Fig. 1: metal 2
Drawn at 2 px/µm.
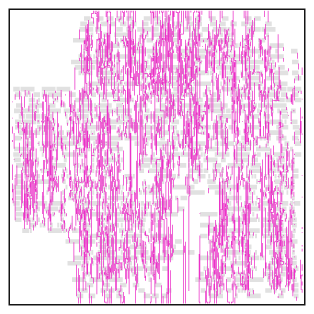
Fig. 2: signal wires by layer
Drawn at 4 px/µm. Only two layers are drawn.
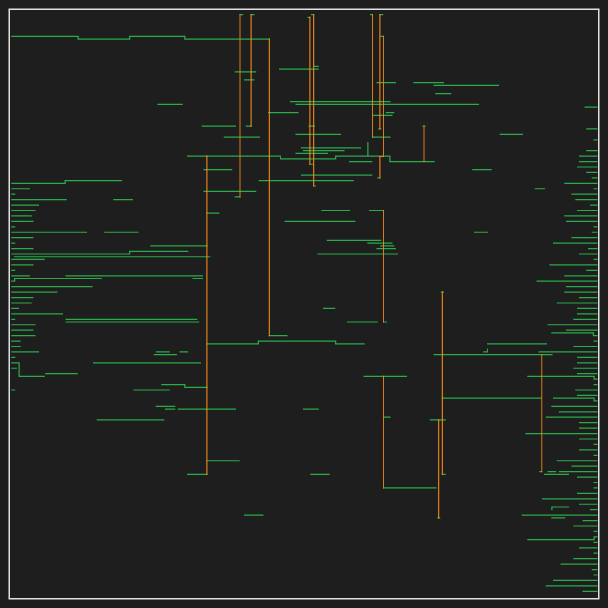
Fig. 3: a small window of the routed layout
Window x 100 to 120, y 100 to 120 µm. Cells in grey, sequential cells in the stronger grey; small squares are vias.
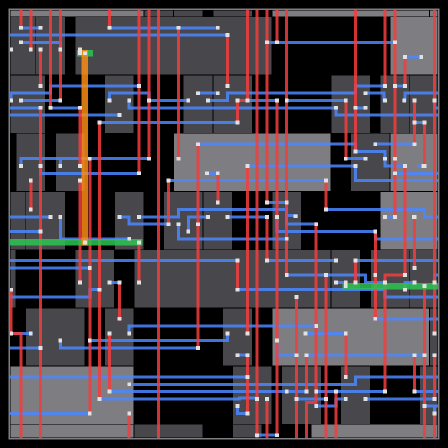
Fig. 4: port wiring
Drawn at 2 px/µm.
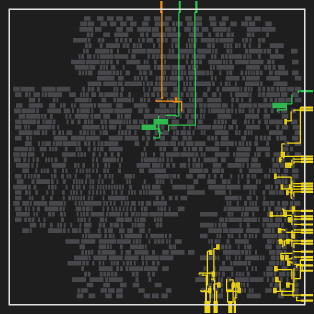
==> config.mk <==
export PLATFORM = sky130hd
export DESIGN_NAME = lsu_ctrl_flat
export DESIGN_NICKNAME = d
export VERILOG_FILES = /design/src/rtl/lsu_pkg.sv /design/src/rtl/lsu_ctrl_if.sv /design/src/rtl/lsu_load_ext.sv /design/src/rtl/lsu_ctrl.sv /design/src/flat_wrapper.sv
export SDC_FILE = /design/constraint.sdc
export NUM_CORES = 1
export LEC_CHECK = 0
export ABC_AREA = 1
export CAP_MARGIN = 25
export CORE_UTILIZATION = 40
export CTS_CLUSTER_SIZE = 14
export DETAILED_ROUTE_END_ITERATION = 7
export PLACE_DENSITY = 0.7
export SYNTH_ARGS = -nofsm -noshare
export SYNTH_HDL_FRONTEND = slang
export SYNTH_SLANG_ARGS = --single-unit
==> constraint.sdc <==
create_clock -name clk -period 2.45 [get_ports clk]
set_input_delay 0.6125 -clock clk [delete_from_list [all_inputs] [get_ports clk]]
set_output_delay 0.6125 -clock clk [all_outputs]
set_load 0.02 [all_outputs]
==> Slide: Implementation Results <==
Key Metrics from the Run

Worst setup path
  • Worst r2r path cells: 11
  • Reg2reg setup slack: 0.21 ns
  • Setup crit end kind: primary output
  • Slowest stage delay, CP: 0.33 ns

Job
  • Count of tool warnings: 31

Timing
  • Setup-failing EPs final: 0
  • Tcrit/Tclk final: 0.9938
  • Fin crit period: 2.435 ns
  • Slew HR: 0.6432
  • Setup tns final: 0 ns
  • Setup slack after layout: 0.01524 ns

Logic synthesis
  • Cell taking the most area after synthesis: dfxtp_1
  • Cells after synthesis: 1237
  • Post-synth EDFFs: 0
  • Synthesized Nets: 1347

Finish
  • Layout cells sized above 1: 0.1035
  • Syn-to-layout area delta: 34.93%

Clock network
  • Clock Tree Buf Depth: 2
  • CTS root buf: clkbuf_16

GRT
  • Pin count of the biggest net entering global routing: 96

Run status
  • Outcome: complete, no violations

Placed design
  • Pre-CTS setup slack: -0.5687 ns
Back to the opening pictures, Fig. 1:
wire length on this layer: 12400 µm
main direction: vertical
longest straight run: 57.1 µm
total number of vias: 8914
GR Layer Usage met2: 0.4097
WL final: 26650 µm

Back to the opening pictures, Fig. 2:
| colour | layer | wire length |
|---|---|---|
| green | metal 3 | 1780 µm |
| orange | metal 4 | 566 µm |
total track usage: 0.2510
WL per Instance: 15.58 µm

Back to the opening pictures, Fig. 3:
| colour | layer |
|---|---|
| blue | metal 1 |
| red | metal 2 |
| green | metal 3 |
| orange | metal 4 |
sequential cells in the window: 3
most frequent: nand2_1 (8), nor2_1 (8), o21ai_0 (6)
cells with their middle in the window: 32

Back to the opening pictures, Fig. 4:
| colour | port | bits | direction | edge | end cells | buffers | wire |
|---|---|---|---|---|---|---|---|
| orange | `req_req_ready` | 1 | output | north | 1 | 1 | 62.5 µm |
| yellow | `req_rsp_rdata` | 32 | output | 24 east, 8 south | 32 | 32 | 505 µm |
| green | `funct3` | 3 | output | 2 north, 1 east | 3 | 3 | 176 µm |
port bufs: 206
num ports: 207

==> cells by family after synthesis <==
logic type      Yosys count  synth area share
compound gates          348            0.2197
xor+xnor                 13           0.01443
fa+ha+maj                 7           0.01130
buf+inv                 145           0.07704
flops                   168            0.3998
simple gates            556            0.2778
==> cell type report <==
| cell class | count | area, µm² | share of cell area |
|---|---|---|---|
| multi-input combinational | 924 | 4415 | 0.3890 |
| tap | 270 | 337.8 | 0.02976 |
| sequential | 168 | 3367 | 0.2966 |
| inverter | 64 | 244.0 | 0.02149 |
| timing repair buffer | 252 | 2400 | 0.2114 |
| clock buffer | 18 | 439.2 | 0.03869 |
| clock inverter | 14 | 148.9 | 0.01312 |
==> tightest hold or removal path: stages, from the launching register on <==
cell	delay [ns]
dfxtp_1	0.31
nand2_1	0.06
a21oi_1	0.06
==> where the power goes <==
part | total (µW) | internal, µW | switching, µW | leakage (µW)
clock network | 2670 | 1390 | 1280 | 0.000287
registers | 3120 | 2960 | 165 | 0.00138
logic | 1570 | 675 | 895 | 0.00277
==> metrics by stage <==
stage | power, µW | cells
after floorplan | 4009 | 1237
after global placement | 4714 | 1672
after detailed placement | 4732 | 1672
after CTS | 7398 | 1711
after global routing | 7706 | 1710
final | 7361 | 1710
==> per-layer routing <==
metal  track usage  wire (µm)
met2        0.4097      12400
met4       0.08351        566
met3       0.05280       1782
met1        0.3293      11900
met5             0          0
==> synthesized netlist by cell type (2+ instances only) <==
master,number
a211oi_1,2
a21oi_1,113
a31oi_1,31
buf_2,31
buf_4,7
buf_6,5
clkbuf_1,36
dfxtp_1,168
ha_1,6
inv_1,55
inv_2,8
nand2_1,211
nand2_2,6
nand2_4,4
nand3_1,102
nand4_1,3
nor2_1,218
nor2_2,4
nor2_4,6
o211ai_1,18
o21ai_0,164
o21ai_1,15
xnor2_1,5
xor2_1,7
==> layout by cell type (no fill, tap or decap), types with 7 or more instances in the layout <==
cell / n
dfxtp_1: 165
nand3_1: 102
buf_4: 55
inv_2: 9
nor2_1: 218
o211ai_1: 18
clkbuf_16: 17
inv_1: 53
buf_2: 12
o21ai_1: 18
a31oi_1: 31
nor2_4: 7
buf_12: 8
o21ai_0: 161
clkdlybuf4s50_1: 169
nand2_1: 211
a21oi_1: 113
xor2_1: 7
==> repair_timing <==
item                                    4_1_cts  5_1_grt
pin swaps                                     1        0
buffers inserted                              6        1
resized                                     140       26
endpoints found under the setup margin       33       30
cloned                                        1        0
Power and IR drop assume default switching activity.
